`src/rtl/pkt_framer.sv`:
```
// pkt_framer: packs an 18-bit sample stream into frames of the form
//   header {2'b11, 8'hA5, seq} -> PAYLOAD_LEN payload words -> trailer (XOR checksum).
// Input words are buffered in a first-word-fall-through FIFO. The sample source has
// no backpressure, so a push into a full FIFO without a same-cycle pop is dropped
// and flagged on the sticky ovf_err.
//
// Ports:
//   pktctrl_rclk    clock, all logic on the rising edge
//   pktctrl_rrst    asynchronous active-high reset
//   pkt_data        sample word in
//   pkt_data_valid  pkt_data qualifier (one word per high cycle)
//   rf_frame_en     framing enable (level)
//   rf_err_clr      pulse, clears ovf_err
//   frame_data      framed word out
//   frame_valid     frame_data qualifier
//   frame_ready     downstream accept
//   frame_sop       high with the header word
//   frame_eop       high with the trailer word
//   ovf_err         sticky input-overflow flag
//   fifo_level      current FIFO occupancy
module pkt_framer #(
    parameter int unsigned PAYLOAD_LEN = 64,
    parameter int unsigned FIFO_DEPTH  = 16
) (
    input  logic                          pktctrl_rclk,
    input  logic                          pktctrl_rrst,
    input  logic [17:0]                   pkt_data,
    input  logic                          pkt_data_valid,
    input  logic                          rf_frame_en,
    input  logic                          rf_err_clr,
    output logic [17:0]                   frame_data,
    output logic                          frame_valid,
    input  logic                          frame_ready,
    output logic                          frame_sop,
    output logic                          frame_eop,
    output logic                          ovf_err,
    output logic [$clog2(FIFO_DEPTH):0]   fifo_level
);

    localparam int unsigned AW = $clog2(FIFO_DEPTH);
    localparam logic [AW:0] FULL_LVL = FIFO_DEPTH[AW:0];
    localparam logic [7:0]  LAST_IDX = 8'(PAYLOAD_LEN - 1);

    // One-hot FSM encoding
    localparam logic [3:0] ST_IDLE    = 4'b0001;
    localparam logic [3:0] ST_HEADER  = 4'b0010;
    localparam logic [3:0] ST_PAYLOAD = 4'b0100;
    localparam logic [3:0] ST_TRAILER = 4'b1000;

    // ---------------------------------------------------------------------
    // Input FIFO
    // ---------------------------------------------------------------------
    logic [17:0]   mem [FIFO_DEPTH];
    logic [AW-1:0] wr_ptr_q, rd_ptr_q;
    logic [AW:0]   level_q;
    logic          fifo_empty, fifo_full;
    logic          push_req, push_ok, pop, overflow;
    logic [17:0]   fifo_head;

    assign fifo_empty = (level_q == '0);
    assign fifo_full  = (level_q == FULL_LVL);
    assign fifo_head  = mem[rd_ptr_q];
    assign fifo_level = level_q;

    assign push_req = pkt_data_valid & rf_frame_en;
    // A pop in the same cycle frees the slot, so a full FIFO can still accept.
    assign push_ok  = push_req & (~fifo_full | pop);
    assign overflow = push_req & fifo_full & ~pop;

    always_ff @(posedge pktctrl_rclk) begin
        if (push_ok) begin
            mem[wr_ptr_q] <= pkt_data;
        end
    end

    always_ff @(posedge pktctrl_rclk or posedge pktctrl_rrst) begin
        if (pktctrl_rrst) begin
            wr_ptr_q <= '0;
            rd_ptr_q <= '0;
            level_q  <= '0;
        end else begin
            if (push_ok) wr_ptr_q <= wr_ptr_q + AW'(1);
            if (pop)     rd_ptr_q <= rd_ptr_q + AW'(1);
            unique case ({push_ok, pop})
                2'b10:   level_q <= level_q + (AW + 1)'(1);
                2'b01:   level_q <= level_q - (AW + 1)'(1);
                default: level_q <= level_q;
            endcase
        end
    end

    // Overflow wins over a same-cycle clear.
    logic ovf_d;
    always_comb begin
        ovf_d = ovf_err;
        if (overflow) begin
            ovf_d = 1'b1;
        end else if (rf_err_clr) begin
            ovf_d = 1'b0;
        end
    end

    always_ff @(posedge pktctrl_rclk or posedge pktctrl_rrst) begin
        if (pktctrl_rrst) begin
            ovf_err <= 1'b0;
        end else begin
            ovf_err <= ovf_d;
        end
    end

    // ---------------------------------------------------------------------
    // Framing FSM
    // ---------------------------------------------------------------------
    logic [3:0]  state_q, state_d;
    logic [7:0]  cnt_q, cnt_d;
    logic [7:0]  seq_q, seq_d;
    logic [17:0] csum_q, csum_d;
    logic        pad_hold_q, pad_hold_d;
    logic        pad_sel, xfer;

    // Pad once the source is disabled and drained. A stalled pad word is latched
    // so a late re-enable cannot swap the presented word under the consumer.
    assign pad_sel = pad_hold_q | (fifo_empty & ~rf_frame_en);
    assign xfer    = frame_valid & frame_ready;
    assign pop     = (state_q == ST_PAYLOAD) & xfer & ~pad_sel;

    always_comb begin
        frame_valid = 1'b0;
        frame_sop   = 1'b0;
        frame_eop   = 1'b0;
        frame_data  = '0;
        unique case (state_q)
            ST_HEADER: begin
                frame_valid = 1'b1;
                frame_sop   = 1'b1;
                frame_data  = {2'b11, 8'hA5, seq_q};
            end
            ST_PAYLOAD: begin
                if (pad_sel) begin
                    frame_valid = 1'b1;
                end else begin
                    frame_valid = ~fifo_empty;
                    frame_data  = fifo_head;
                end
            end
            ST_TRAILER: begin
                frame_valid = 1'b1;
                frame_eop   = 1'b1;
                frame_data  = csum_q;
            end
            default: ;
        endcase
    end

    always_comb begin
        state_d    = state_q;
        cnt_d      = cnt_q;
        seq_d      = seq_q;
        csum_d     = csum_q;
        pad_hold_d = 1'b0;
        unique case (state_q)
            ST_IDLE: begin
                if (!fifo_empty && rf_frame_en) state_d = ST_HEADER;
            end
            ST_HEADER: begin
                if (xfer) begin
                    state_d = ST_PAYLOAD;
                    csum_d  = '0;
                end
            end
            ST_PAYLOAD: begin
                pad_hold_d = pad_sel & ~frame_ready;
                if (xfer) begin
                    csum_d = csum_q ^ frame_data;
                    if (cnt_q == LAST_IDX) begin
                        cnt_d   = '0;
                        state_d = ST_TRAILER;
                    end else begin
                        cnt_d = cnt_q + 8'(1);
                    end
                end
            end
            ST_TRAILER: begin
                if (xfer) begin
                    seq_d   = seq_q + 8'(1);
                    state_d = ST_IDLE;
                end
            end
            default: state_d = ST_IDLE;
        endcase
    end

    always_ff @(posedge pktctrl_rclk or posedge pktctrl_rrst) begin
        if (pktctrl_rrst) begin
            state_q    <= ST_IDLE;
            cnt_q      <= '0;
            seq_q      <= '0;
            csum_q     <= '0;
            pad_hold_q <= 1'b0;
        end else begin
            state_q    <= state_d;
            cnt_q      <= cnt_d;
            seq_q      <= seq_d;
            csum_q     <= csum_d;
            pad_hold_q <= pad_hold_d;
        end
    end

endmodule

```
`config.mk`:
```
export PLATFORM = sky130hd
export DESIGN_NAME = pkt_framer
export DESIGN_NICKNAME = d
export VERILOG_FILES = /design/src/rtl/pkt_framer.sv
export SDC_FILE = /design/constraint.sdc
export NUM_CORES = 1
export LEC_CHECK = 0
export CAP_MARGIN = 0
export CORE_MARGIN = 10
export CORE_UTILIZATION = 60
export CTS_CLUSTER_SIZE = 10
export DETAILED_ROUTE_END_ITERATION = 8
export HOLD_SLACK_MARGIN = 0.06
export PLACE_DENSITY = 0.78
export SLEW_MARGIN = 15
export SYNTH_ARGS = -nofsm -noshare
export SYNTH_HDL_FRONTEND = slang
export SYNTH_SLANG_ARGS = --single-unit
```
`constraint.sdc`:
```
create_clock -name pktctrl_rclk -period 3.79 [get_ports pktctrl_rclk]
set_clock_uncertainty 0.05 [all_clocks]
set_input_delay 1.137 -clock pktctrl_rclk [delete_from_list [all_inputs] [get_ports pktctrl_rclk]]
set_output_delay 1.137 -clock pktctrl_rclk [all_outputs]
set_load 0.01 [all_outputs]
```
Fig. 1: run 1, placed standard cells
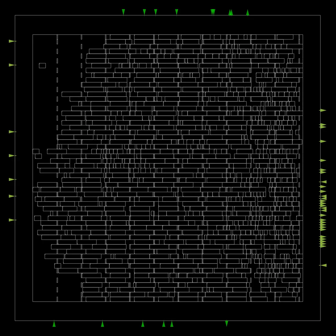
Non-Filler Instances: 1366
Std-Cell Rows: 56
fill count: 1307
tap cell count: 319

Fig. 2: run 1, wires at chosen ports, followed through buffers
(1.5 px per um)
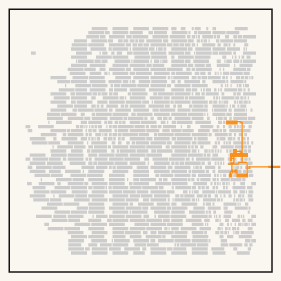
Orange is rf_frame_en, bits 1, direction input, edge right, end cells 9, wire 108 um.

==> reports/results.txt, run 1 <==
status: completed
flop count: 341
Max-slew headroom: 55.66%
Slowest Stage Delay on Critical Path: 0.43 ns
met1 WL: 13690 um
# DRC: 0
ys cells: 862
worst setup margin: 0.01106 ns
Post-Syn Nets: 895
sequential power share: 37.8%
Comb pwr share: 33.7%
number of global-route vias before repair: 8640
Post-synth EDFFs: 288
fin util: 74.14%
nonclk inv count: 6
Final setup viols: 0
Syn Area/Cell: 16.56 um^2
register-to-register setup slack: 0.79 ns
Synth cell types: 69
highest metal layer with signal wires: met4
Core Area: 0.02347 mm^2
dominant cell type by area after synthesis: edfxtp_1
max reg flops: 288
Vias/cell: 6.367
clock share of power: 28.5%
routed length per instance: 25.20 um
area grow syn2layout: 21.91%
Setup crit start: rd_ptr_q[1]
critical path arrival: 2.59 ns
# H-tree levels: 2
ClkCell Share: 6.823%
Worst-Margin Slew: 0.6630 ns
worst-case reg-to-reg path depth: 7
Post-CTS Resized: 86
dpl ws: -0.4224 ns
Reg area: 0.009982 mm^2
Max Fanout on Critical Path: 11
Basic Gates by Area: 7.109%
metal2 WL: 17040 um
clock buffers: 70
WP buf/inv: 4
most numerous cell in the Yosys netlist: edfxtp_1
Fmax achieved: 0.2646 GHz
R2R Path End: mem[7][7]
comb area leader: multiplexers
Fig. 3: run 1, signal wires on met2
(3 px per um)
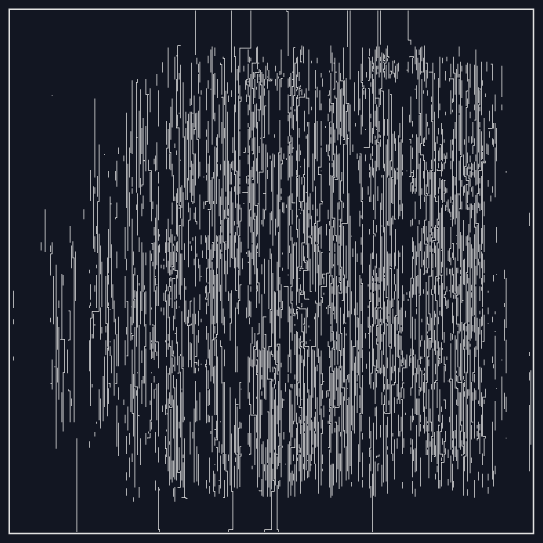
The layer holds 50% of the routed length. 939 nets have wire on it.
DR vias: 8697
met2 usage: 36.16%
total detailed-routing wirelength: 34420 um

Fig. 4: run 1, pin map
(3 px per um) Pins as bars across the die edge, other pins in gray.
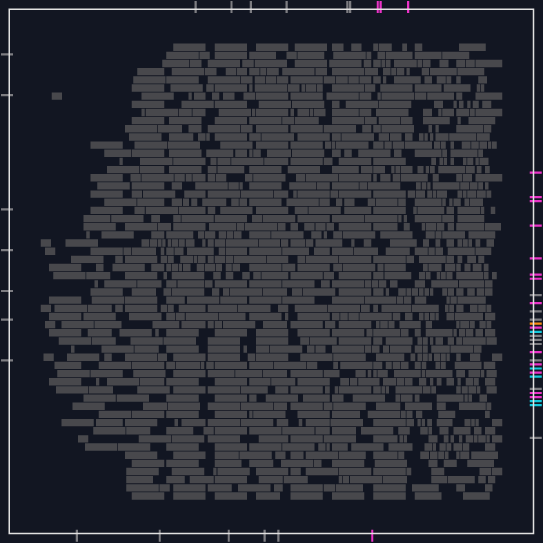
Magenta is frame_data, pins 18, direction output, edge 14 right, 3 top, 1 bottom. Cyan is fifo_level, pins 5, direction output, edge right. Orange is rf_frame_en, pins 1, direction input, edge right.
All pins by edge: 29 right, 9 top, 7 left, 6 bottom.
die width: 174.2 um
Port Buffer Count: 50
Chip Height: 174.2 um

## run 1: stage by stage
stage               area [um^2]  power (mW)
finish                    17400       12.27
global route              17400       12.74
CTS                       17220       12.01
detailed placement        15650       7.998
global placement          15650       7.944
floorplan                 14270       6.761
## run 1: cells in the final DEF (no fill, tap or decap), drive strengths merged, types with 5 or more instances in the layout
master         instances
dfrtp                 52
mux4                  44
inv                    8
nor2                  31
ha                     9
o221ai                 7
mux2i                 30
o31ai                  7
a22oi                 11
a211oi                 7
xnor2                 15
o22ai                  9
nand2b                 9
nor3                  11
o21ai                 17
nand3                 20
a222oi                 7
and3                  15
mux2                  30
o211ai                14
nor2b                 13
nand2                 62
clkdlybuf4s50         31
or3                   11
or4                    6
buf                  119
edfxtp               288
a21oi                 19
clkbuf                81
o22a                   6
a21o                   5
xor2                   6
Fig. 5: run 1, routed metal, one color a layer
(1.5 px per um) Only two layers are drawn.
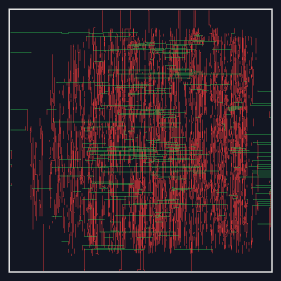

==> run 2: changes to the inputs <==
CORE_MARGIN = unset   (was 10)
Fig. 6: run 2, routed metal, one color a layer
(2 px per um) Only two layers are drawn.
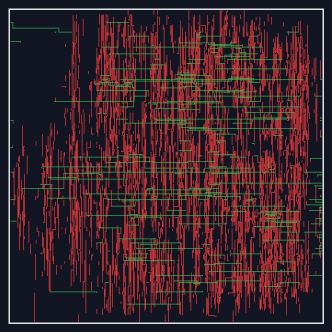
Green is met3, wire length 2880 um. Red is met2, wire length 16000 um.

==> run 2 against run 1 <==
Net effect: sequential power is essentially flat; final cell count decreased by 0.44%; the flow now finishes with violations (negative setup slack); power shrank 1.5%; critical path depth rose by 1; combinational power is 2% lower; global-route usage up 5.6 points; clock-buffer cell count fell by 7; area after synthesis unchanged; highest routed layer unchanged.
==> reports/results.txt, run 2 <==
fill count: 1307
worst-case reg-to-reg path depth: 10
met2 usage: 44.52%
Post-synth EDFFs: 288
critical path arrival: 2.63 ns
placed instance area: 0.01570 mm^2
nonclk inv count: 6
Max Fanout on Critical Path: 5
most frequent cells in the layout: edfxtp_1 (288), buf_4 (86), nand2_1 (61)
post-route cell area: 0.01736 mm^2
status: finished, violations left
r2r startpoint: fifo_level[2]
Top cell excl fill/tap: edfxtp_1
Setup crit start: rd_ptr_q[2]
Synth cell types: 69
Worst-Margin Slew: 0.8311 ns
worst setup margin: -0.02877 ns
Reg area: 0.009988 mm^2
die width: 156.2 um
dominant cell type by area after synthesis: edfxtp_1
register-to-register setup slack: 0.84 ns
DR vias: 8534
Syn Area/Cell: 16.56 um^2
Fmax achieved: 0.2619 GHz
Final setup viols: 3
number of global-route vias before repair: 8604
Post-Syn Nets: 895
Basic Gates by Area: 7.109%
Vias/cell: 6.275
max reg flops: 288
post-synthesis instance area: 0.01427 mm^2
Max-slew headroom: 44.52%
failing checks: negative setup slack
# H-tree levels: 2
Std-Cell Rows: 56
ClkCell Share: 6.546%
dpl ws: -0.3699 ns
area grow syn2layout: 21.59%
Leakage: 6.211 nW
Chip Height: 156.2 um
ys cells: 862
Non-Filler Instances: 1360
most numerous cell in the Yosys netlist: edfxtp_1
flop count: 341
clock buffers: 63
total detailed-routing wirelength: 33120 um
routed length per instance: 24.35 um
Port Buffer Count: 50
R2R Path End: fifo_level[4]
## run 2: report_power, final
group | internal, mW | leakage, nW | switching (mW)
sequential | 4.39 | 3.22 | 0.250
combinational | 2.01 | 2.44 | 2.03
clock | 1.99 | 0.548 | 1.40
total | 8.40 | 6.21 | 3.68
## run 2: timing repair
action,CTS,global route
buffers inserted,23,6
resized,69,43
pin swaps,31,29
gates cloned,3,1
endpoints found under the setup margin,19,17
## run 2: worst max-delay path: stages, from the launching register on
cell and delay (ns):
dfrtp_4 0.50, buf_12 0.15, buf_12 0.12, buf_12 0.12, buf_4 0.13, mux2_2 0.26
a222oi_1 0.31, and3_1 0.27, o31ai_2 0.08, buf_2 0.15
## run 2: routing by layer
layer  share of wire (%)  wire length [um]
met1                  40             13320
met2                  48             15980
met3                 8.7              2883
met4                 2.8               933
met5                   0                 0
Power and IR drop assume default switching activity.
